## src/rtl/ram_port_b_arbiter.sv

```systemverilog
// Round-robin arbiter and sequencer for sketch-counter RAM port B.
// Two valid/ready requesters share a multi-cycle RAM protocol, with range checking and an ack timeout.
module ram_port_b_arbiter #(
  parameter int AW      = 12,
  parameter int DW      = 4,
  parameter int DEPTH   = 2140,
  parameter int TIMEOUT = 15
) (
  input  logic              clk,
  input  logic              rst,
  input  logic [1:0]        req_valid,
  output logic [1:0]        req_ready,
  input  logic [1:0]        req_we,
  input  logic [2*AW-1:0]   req_addr,
  input  logic [2*DW-1:0]   req_wdata,
  output logic [1:0]        resp_valid,
  output logic [DW-1:0]     resp_rdata,
  output logic              resp_err,
  output logic              ram_en,
  output logic              ram_we,
  output logic [AW-1:0]     ram_addr,
  output logic [DW-1:0]     ram_din,
  input  logic [DW-1:0]     ram_dout,
  input  logic              ram_dout_valid
);

  localparam logic [AW:0] DEPTH_L   = (AW+1)'(DEPTH);
  localparam logic [3:0]  TIMEOUT_L = 4'(TIMEOUT);

  typedef enum logic [1:0] {IDLE, ISSUE, WAIT, RESP} state_t;

  state_t          state;
  logic            last_grant;  // also identifies the owner of the in-flight transaction
  logic [3:0]      cnt;
  logic [1:0]      grant;
  logic            win;
  logic [AW-1:0]   sel_addr;
  logic [DW-1:0]   sel_wdata;
  logic            sel_we;
  logic            in_range;

  always_comb begin
    grant = '0;
    if (state == IDLE) begin
      case (req_valid)
        2'b01:   grant = 2'b01;
        2'b10:   grant = 2'b10;
        2'b11:   grant = last_grant ? 2'b01 : 2'b10;
        default: grant = '0;
      endcase
    end
  end

  assign req_ready = grant;
  assign win       = grant[1];
  assign sel_addr  = win ? req_addr[2*AW-1:AW]   : req_addr[AW-1:0];
  assign sel_wdata = win ? req_wdata[2*DW-1:DW]  : req_wdata[DW-1:0];
  assign sel_we    = win ? req_we[1] : req_we[0];
  assign in_range  = {1'b0, sel_addr} < DEPTH_L;

  // ram_we/ram_addr/ram_din double as the transaction latch and hold until RESP ends.
  always_ff @(posedge clk or posedge rst) begin
    if (rst) begin
      state      <= IDLE;
      last_grant <= 1'b1;
      cnt        <= '0;
      resp_valid <= '0;
      resp_rdata <= '0;
      resp_err   <= 1'b0;
      ram_en     <= 1'b0;
      ram_we     <= 1'b0;
      ram_addr   <= '0;
      ram_din    <= '0;
    end else begin
      resp_valid <= '0;
      resp_rdata <= '0;
      resp_err   <= 1'b0;
      ram_en     <= 1'b0;
      case (state)
        IDLE: begin
          if (grant != 2'b00) begin
            last_grant <= win;
            if (!in_range) begin
              resp_valid <= win ? 2'b10 : 2'b01;
              resp_err   <= 1'b1;
              state      <= RESP;
            end else begin
              ram_en   <= 1'b1;
              ram_we   <= sel_we;
              ram_addr <= sel_addr;
              ram_din  <= sel_wdata;
              state    <= ISSUE;
            end
          end
        end
        ISSUE: begin
          cnt   <= '0;
          state <= WAIT;
        end
        WAIT: begin
          if (ram_dout_valid) begin
            resp_valid <= last_grant ? 2'b10 : 2'b01;
            resp_rdata <= ram_we ? '0 : ram_dout;
            state      <= RESP;
          end else if (cnt == TIMEOUT_L) begin
            resp_valid <= last_grant ? 2'b10 : 2'b01;
            resp_err   <= 1'b1;
            state      <= RESP;
          end else begin
            cnt <= cnt + 4'd1;
          end
        end
        RESP: begin
          ram_we   <= 1'b0;
          ram_addr <= '0;
          ram_din  <= '0;
          state    <= IDLE;
        end
        default: state <= IDLE;
      endcase
    end
  end

endmodule

```

## config.mk

```make
export PLATFORM = sky130hd
export DESIGN_NAME = ram_port_b_arbiter
export DESIGN_NICKNAME = d
export VERILOG_FILES = /design/src/rtl/ram_port_b_arbiter.sv
export SDC_FILE = /design/constraint.sdc
export NUM_CORES = 1
export LEC_CHECK = 0
export CORE_UTILIZATION = 30
export CTS_CLUSTER_DIAMETER = 80
export DETAILED_ROUTE_END_ITERATION = 16
export MAX_ROUTING_LAYER = met4
export PLACE_DENSITY = 0.69
export SYNTH_ARGS = -nofsm -noshare
export SYNTH_HDL_FRONTEND = slang
export SYNTH_SLANG_ARGS = --single-unit
```

## constraint.sdc

```tcl
create_clock -name clk -period 4.55 [get_ports clk]
set_input_delay 1.365 -clock clk [delete_from_list [all_inputs] [get_ports clk]]
set_output_delay 1.365 -clock clk [all_outputs]
set_load 0.05 [all_outputs]
```

run_1/layers.png
Scale: 4 px per um.
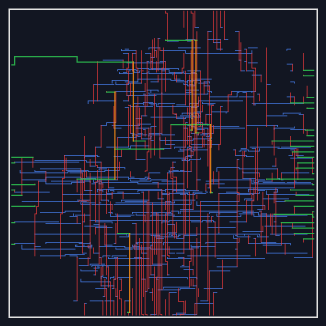
blue -> M1  # wire length 1920 um
red -> M2  # wire length 1850 um
orange -> M4  # wire length 124 um
green -> M3  # wire length 221 um

run_1/ff_map.png
Scale: 4 px per um.
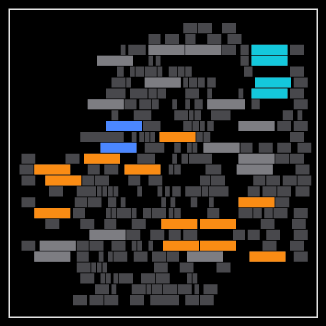
cyan -> resp_rdata  # placed flops 4, where north-east
blue -> state  # placed flops 2
orange -> ram_addr  # placed flops 12
not colored = 14
sequential cell area share: 31.4%
Flop area: 802 sq um

==> impl_metrics.yaml, run 1 <==
# flow metrics
synthesis:
  topCombFamilyByArea: "simple AND/OR/NAND/NOR gates"
  synth-async-reset-ratio_pct: 100
  synth_area_sq_mm: 0.00167
  xor_area_share_pct: 1.05
  yosys_warnings: 0
place:
  port_buffers: 69
die:
  initCoreUtil_pct: 31.9
  row_count: 26
  dieArea_sq_mm: 0.00587
  die_y_um: 76.6
worst_setup_path:
  critPathKind: "in2out"
  reg2regPathDepth: 8
  r2r_slack_ns: 1.69
  start_kind: "primary input"
  cp.required_ns: 3.18
  path_max_fanout: 12
cts:
  cts_resized: 0
  cts_inserted_buffers: 5
  cts_tree: "done"
  post-cts-setup-buffer-count: 0
outcome:
  outcome: "complete, no violations"
cells_and_area:
  areaGrowthSynthToFinish_pct: 53.0
  area.combinational_sq_um: 816
  fill_cells: 489
final_timing:
  slew-limit-headroom_pct: 56.4
  max_slew.worst_pin.slew_ns: 0.651
  rsz0062_at_grt: "false"
  fmax_mhz: 255
  setup-violations-final: 0
drt:
  antenna_left: 0
  first_pass_iters: 4
  wl_per_cell_um: 13.1
power:
  power.total_mw: 1.61
  netSwitchingPower_mw: 0.726
  pwr-share-comb_pct: 54.4
  leakage_nw: 1.10
  ir_worst_vdd_uv: 291
  pwr-share-seq_pct: 29.1
run_1/gates.png
Scale: 4 px per um.
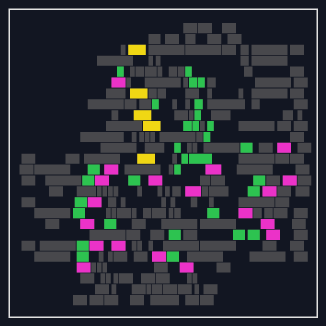
green -> aoi and oai cells  # cells 31, most used o2bb2ai_1
magenta -> mux cells  # cells 19, most used mux2i_1
yellow -> fa/ha/maj cells  # cells 5, most used ha_1

-- run 1: registers in the layout, summed over array words and instances (netlist names) --
signal      count
cnt             4
ram_en          1
ram_din         4
resp_err        1
ram_addr       12
state           2
resp_rdata      4
resp_valid      2
last_grant      1
ram_we          1
-- run 1: cell families (layout without fill, tap and decap cells) --
family,after synthesis,count (layout)
AND/OR/NAND/NOR,66,66
AND-OR/OR-AND,33,33
flip-flops,32,32
multiplexers,19,19
buffers and inverters,11,86
adder cells (fa/ha/maj),5,5
XOR/XNOR,2,2
-- run 1: metrics by stage --
stage | utilization [%] | std cells
after floorplan | - | 168
after global placement | 46.8 | 305
after detailed placement | 46.8 | 305
after CTS | 48.8 | 313
after global routing | 48.8 | 313
final | 48.8 | 313
-- run 1: layout make-up --
cell class	count	share of cell area, %
multi-input cells	125	31.9
flip-flops and latches	32	31.4
repair buffers	72	28.2
well taps	70	3.43
clock buffers	6	2.84
clock inverters	2	1.37
inverters	6	0.881
-- run 1: metal layers --
metal / part of all wire [%] / GRT usage [%] / vias up / wire [um]
li1: - / - / 737 / -
met1: 47 / 17.5 / 649 / 1920
met2: 45 / 24.1 / 47 / 1850
met3: 5.3 / 4.07 / 13 / 220
met4: 3.0 / 7.88 / 0 / 123
met5: 0 / - / - / 0
-- run 1: power groups by stage --
stage | sequential (mW) | clock, mW | combinational (mW)
2_1_floorplan | 0.733 | 0 | 0.332
3_3_place_gp | 0.474 | 0 | 0.870
3_5_place_dp | 0.471 | 0 | 0.880
4_1_cts | 0.469 | 0.273 | 0.884
5_1_grt | 0.485 | 0.286 | 0.935
6_report | 0.468 | 0.266 | 0.874
-- run 1: layout by cell type, fill, tap and decap left out, types with 3 or more instances in the layout --
cell	count
clkdlybuf4s50_1	67
o21ai_0	5
nor2_1	36
dfrtp_1	31
a21oi_1	5
nand2_1	10
ha_1	5
clkbuf_8	5
nand4_1	3
and2_1	4
buf_4	4
nand2b_1	3
nand3_1	5
mux2i_1	17
o2bb2ai_1	16
inv_1	6
-- run 1: worst max-delay path: stages --
cell and delay (ns):
clkdlybuf4s50_1 0.57, nand3_2 0.26, inv_1 0.20, buf_12 0.15
-- run 1: worst max path at each step --
| stage | from | endpoint | depth (start not counted) |
|---|---|---|---|
| 2_1_floorplan | req_valid[0] | req_ready[1] | 4 |
| 3_3_place_gp | req_valid[0] | ram_din[2] | 8 |
| 3_5_place_dp | req_valid[0] | ram_addr[3] | 8 |
| 4_1_cts | req_valid[1] | req_ready[1] | 4 |
| 5_1_grt | req_valid[1] | req_ready[1] | 4 |
| 6_report | req_valid[1] | req_ready[1] | 4 |
## Run 2: what changed since run 1
--- a/config.mk
+++ b/config.mk
@@ -10,6 +10,7 @@
 export DETAILED_ROUTE_END_ITERATION = 16
 export MAX_ROUTING_LAYER = met4
 export PLACE_DENSITY = 0.69
+export REMOVE_ABC_BUFFERS = 1
 export SYNTH_ARGS = -nofsm -noshare
 export SYNTH_HDL_FRONTEND = slang
 export SYNTH_SLANG_ARGS = --single-unit
run_2/clock_nets.png
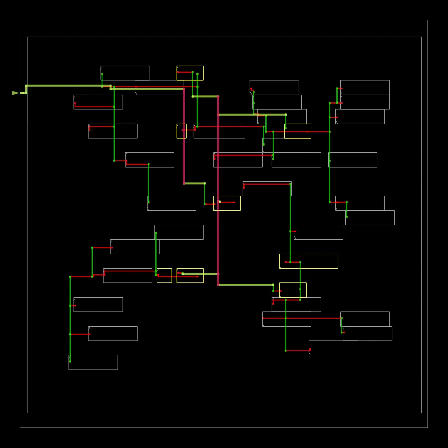
clk_lat worst skew: 0.29 ns
tally of clock buffers in the finished layout: 5
cts bufs inserted: 5

==> run 2 against run 1 <==
Against the previous run:
- final cell count is the same
- clock power grew 2%
- die size is the same
- critical path depth is the same
- sequential cell count is the same
- critical endpoint is now req_ready[0]
- largest cell class unchanged
- largest power group unchanged
==> impl_metrics.yaml, run 2 <==
# flow metrics
die:
  dieArea_sq_mm: 0.00587
  initCoreUtil_pct: 31.9
  die_y_um: 76.6
  row_count: 26
  core_area_sq_mm: 0.00524
  dieWidth_um: 76.6
cells_and_area:
  areaGrowthSynthToFinish_pct: 53.3
  drive_gt1_share_pct: 7.41
  layout_top_cells: "clkdlybuf4s50_1, nor2_1, dfrtp_1, mux2i_1, o2bb2ai_1"
  mostFrequentLayoutCell: "clkdlybuf4s50_1"
  largest_reg_flops: 12
  regMostFlops: "ram_addr"
  utilization_pct: 48.9
  antenna_cells: 0
drt:
  wl_per_cell_um: 13.5
  first_pass_iters: 4
  antenna_left: 0
worst_setup_path:
  cpPeakStageDelay_ns: 0.54
  crit_path_start: "req_valid[0]"
  critPathKind: "in2out"
  slowest_stage: "clkdlybuf4s50_1"
  r2r_slack_ns: 1.80
  reg2regPathDepth: 8
  crit_arrival_ns: 2.37
  path_max_fanout: 5
  start_kind: "primary input"
  cp.required_ns: 3.18
  crit_chain: "clkdlybuf4s50_1, nand2_1, a21oi_1, buf_4"
cts:
  cts_tree: "done"
  clk_pin_slew_ns: 0.07
  post-cts-setup-buffer-count: 0
  cts_resized: 0
final_timing:
  rsz0062_at_grt: "false"
  fmax_mhz: 268
  slew-limit-headroom_pct: 58.3
  max_slew.worst_pin.slew_ns: 0.624
  fin_crit_sh_pct: 82.1
  setup-violations-final: 0
synthesis:
  synth.largest_area_cell: "dfrtp_1"
  synth-async-reset-ratio_pct: 100
  ff_type: "dfrtp_1"
  ys_seq_elements: 32
  syn-instance-count: 168
  yosys_warnings: 0
  synth.most_common_cell: "nor2_1"
  ys_seq_share_pct: 48.0
  edf_count: 0
  synth_cell_types: 29
  yosys.stat.chipArea_sq_mm: 0.00167
  synth_area_sq_mm: 0.00167
grt:
  antenna_found_initial: 0
  grt_start_max_net_pins: 33
  first_global_vias: 1533
  grt-ovfl-total: 0
flow_run:
  drv_cap: 0
power:
  p_per_area_mw_per_mm2: 634
  leakage_nw: 1.10
  ir_worst_vdd_uv: 266
  power.total_mw: 1.62
hold_path:
  hold-path-endpoint: "ram_addr[8]"
  whs_path_depth: 1
  worstHoldStart: "ram_addr[8]"
outcome:
  outcome: "complete, no violations"
place:
  port_buffers: 69
run_2/port_trees.png
Scale: 6 px per um.
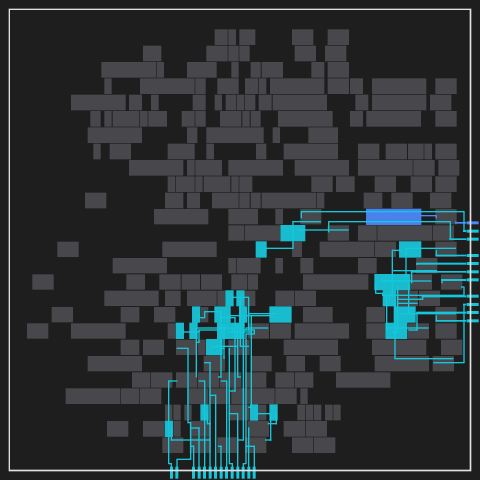
cyan -> req_addr  # bits 24, direction input, edge 14 south, 10 east, end cells 25, buffers 24, wire 629 um
blue -> ram_en  # bits 1, direction output, edge east, end cells 1, buffers 1, wire 4.90 um

[run 2: cell counts after synthesis]
No cell type changed its count.
[run 2: worst max-delay path: cells and delay by family]
kind	cells	cell delay (ns)
buffers and inverters	2	0.77
AOI/OAI and AO/OA	1	0.16
and+or+nand+nor	1	0.07
[run 2: power by group]
group,switching [mW],leakage [nW],total [mW],internal (mW)
Clock,0.110,0.0541,0.272,0.162
Combinational,0.554,0.629,0.880,0.326
Sequential,0.0754,0.420,0.470,0.395
[run 2: cell families (layout without fill, tap and decap cells)]
group	Yosys count	count (layout)	share of synthesized area, %
AOI/OAI and AO/OA	33	33	14.8
xor gates and xnor gates	2	2	1.05
adders and majority gates	5	5	3.75
buffers and inverters	11	86	3.15
DFF	32	32	48.0
muxes	19	19	11.5
and+or+nand+nor	66	66	17.7
[run 2: metrics by stage]
step | cells | setup WS [ns] | hold WS, ns | cell area (sq um)
6_report | 313 | 0.816 | 0.489 | 2560
5_1_grt | 313 | 0.764 | 0.528 | 2560
4_1_cts | 313 | 0.819 | 0.494 | 2560
3_5_place_dp | 305 | 0.634 | 0.475 | 2450
3_3_place_gp | 305 | 0.692 | 0.473 | 2450
2_1_floorplan | 163 | 0.879 | 0.477 | 1640
[run 2: per-layer routing]
| metal | GRT usage (%) | vias up | share of wire, % |
|---|---|---|---|
| li1 | - | 741 | - |
| met1 | 18.5 | 689 | 45 |
| met2 | 26.4 | 40 | 48 |
| met3 | 5.03 | 7 | 4.9 |
| met4 | 5.58 | 0 | 1.3 |
| met5 | - | - | 0 |
[run 2: worst max-delay path by stage]
stage                   endpoint
global placement      ram_din[2]
finish              req_ready[0]
detailed placement   ram_addr[0]
CTS                 req_ready[0]
global route        req_ready[0]
floorplan           req_ready[1]
[run 2: final cells by class]
| type | instances | area (sq um) |
|---|---|---|
| Clock buffer | 5 | 68.8 |
| Clock inverter | 3 | 42.5 |
| Fill cell | 496 | 2680 |
| Inverter | 6 | 22.5 |
| Multi-Input combinational cell | 125 | 816 |
| Sequential cell | 32 | 802 |
| Tap cell | 70 | 87.6 |
| Timing Repair Buffer | 72 | 721 |
run_2/layers.png
Scale: 4 px per um.
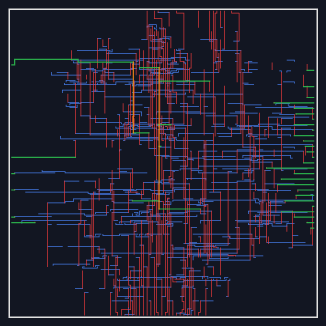

## Run 3: what changed since run 2
==> constraint.sdc (replaced) <==
create_clock -name clk -period 3.7 [get_ports clk]
set_input_delay 1.11 -clock clk [delete_from_list [all_inputs] [get_ports clk]]
set_output_delay 1.11 -clock clk [all_outputs]
set_load 0.05 [all_outputs]
run_3/layers.png
Scale: 4 px per um.
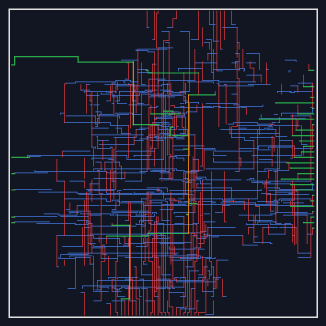
orange -> M4  # wire length 68.7 um
green -> M3  # wire length 215 um
blue -> M1  # wire length 2030 um
red -> M2  # wire length 1940 um
total track usage: 16.2%
drt total wl: 4260 um
wire length per cell: 13.5 um
DR vias: 1486

==> run 3 against run 2 <==
Against the previous run:
- wire length grew 0.73%
- combinational power grew 26%
- critical path depth is the same
- critical endpoint unchanged
- highest routed layer unchanged
==> impl_metrics.yaml, run 3 <==
# flow metrics
final_timing:
  rsz0062_at_grt: "false"
  max_slew.worst_pin.slew_ns: 0.611
  fin_crit_sh_pct: 91.5
  holdWs_ns: 0.487
  fmax_mhz: 296
  finalWorstSetupSlack_ns: 0.316
  slew-limit-headroom_pct: 59.2
power:
  power.total_mw: 1.95
  leakage_nw: 1.12
  p_per_area_mw_per_mm2: 754
  ir_worst_vdd_uv: 330
grt:
  first_global_vias: 1519
  grt-ovfl-total: 0
  antenna_found_initial: 0
  grt_start_max_net_pins: 33
cts:
  clk_latency_ns: 0.29
  cts_inserted_buffers: 5
  cts_tree: "done"
  cts_resized: 0
die:
  core_area_sq_mm: 0.00524
  die_y_um: 76.6
  dieArea_sq_mm: 0.00587
  dieWidth_um: 76.6
  initCoreUtil_pct: 31.9
cells_and_area:
  regMostFlops: "ram_addr"
  fill_cells: 485
  largest_reg_flops: 12
  final_cells: 316
  areaGrowthSynthToFinish_pct: 54.7
worst_setup_path:
  cp.buffers_inverters: 2
  crit_chain: "clkdlybuf4s50_1, nand2_1, a21oi_1, buf_12"
  cp.required_ns: 2.59
  cpPeakStageDelay_ns: 0.56
  path_max_fanout: 5
  crit_family: "buffers and inverters"
drt:
  antenna_left: 0
  first_pass_iters: 4
synthesis:
  synth_cell_types: 29
  synth-async-reset-ratio_pct: 100
  yosys.stat.chipArea_sq_mm: 0.00167
  yosys_warnings: 0
  synth_area_sq_mm: 0.00167
  ys_seq_share_pct: 48.0
  synth.most_common_cell: "nor2_1"
  ys_seq_elements: 32
  edf_count: 0
flow_run:
  drv_cap: 0
outcome:
  outcome: "complete, no violations"
place:
  pre_cts_ws_ns: 0.344
run_3/gates.png
Scale: 4 px per um.
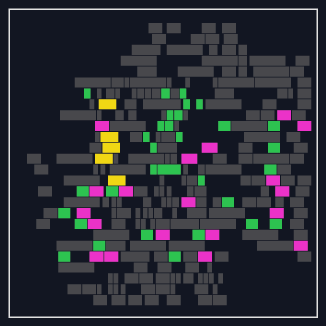
yellow -> fa/ha/maj cells  # cells 5, most used ha_1
green -> aoi and oai cells  # cells 31, most used o2bb2ai_1
magenta -> mux cells  # cells 19, most used mux2i_1

[run 3: worst register-to-register path: cells and delay by family, from the launching register on]
family,cells,cell delay (ns)
adder cells (fa/ha/maj),1,0.35
buffers and inverters,2,0.27
multiplexers,2,0.56
AND/OR/NAND/NOR,1,0.21
AND-OR/OR-AND,2,0.42
flip-flops,1,0.41
[run 3: per-stage QoR]
stage          util, %  instance area [sq um]
6_report          49.3                   2580
5_1_grt           49.3                   2580
3_3_place_gp      47.7                   2500
4_1_cts           49.3                   2580
2_1_floorplan        -                   1640
3_5_place_dp      47.7                   2500
[run 3: power by group]
part / switching, mW / internal, mW
combinational: 0.687 / 0.426
clock: 0.132 / 0.131
sequential: 0.0878 / 0.485
total: 0.906 / 1.04
[run 3: kinds of logic after synthesis]
group	count (synthesis)	share of synthesized area [%]
simple gates	66	17.7
compound gates	33	14.8
flops	32	48.0
mux	19	11.5
buf+inv	11	3.15
fa+ha+maj	5	3.75
xor+xnor	2	1.05
[run 3: routing by layer]
layer	track usage (%)	up-vias	part of all wire (%)
li1	-	745	-
met1	19.9	681	48
met2	25.4	52	46
met3	4.43	8	5.0
met4	5.77	0	1.6
met5	-	-	0
[run 3: area by class of cell]
cell class | instances | area, sq um | area share, %
clock buffer | 5 | 68.8 | 2.66
timing repair buffer | 75 | 768 | 29.7
multi-input combinational | 125 | 816 | 31.6
sequential | 32 | 802 | 31.0
tap | 70 | 87.6 | 3.39
inverter | 6 | 22.5 | 0.872
clock inverter | 3 | 18.8 | 0.726
[run 3: worst paths after layout]
kind / from / end / slack, ns / cells past startpoint
max: req_valid[0] / req_ready[0] / 0.32 / 4
min reg2reg: ram_addr[8] / ram_addr[8] / 0.49 / 1
min: ram_addr[8] / ram_addr[8] / 0.49 / 1
max in group asynchronous: rst / last_grant / 2.16 / 3
max reg2reg: state[0] / ram_din[2] / 1.36 / 8
min in group asynchronous: rst / resp_rdata[1] / 1.22 / 3
Power is estimated from default activity; no workload was simulated.
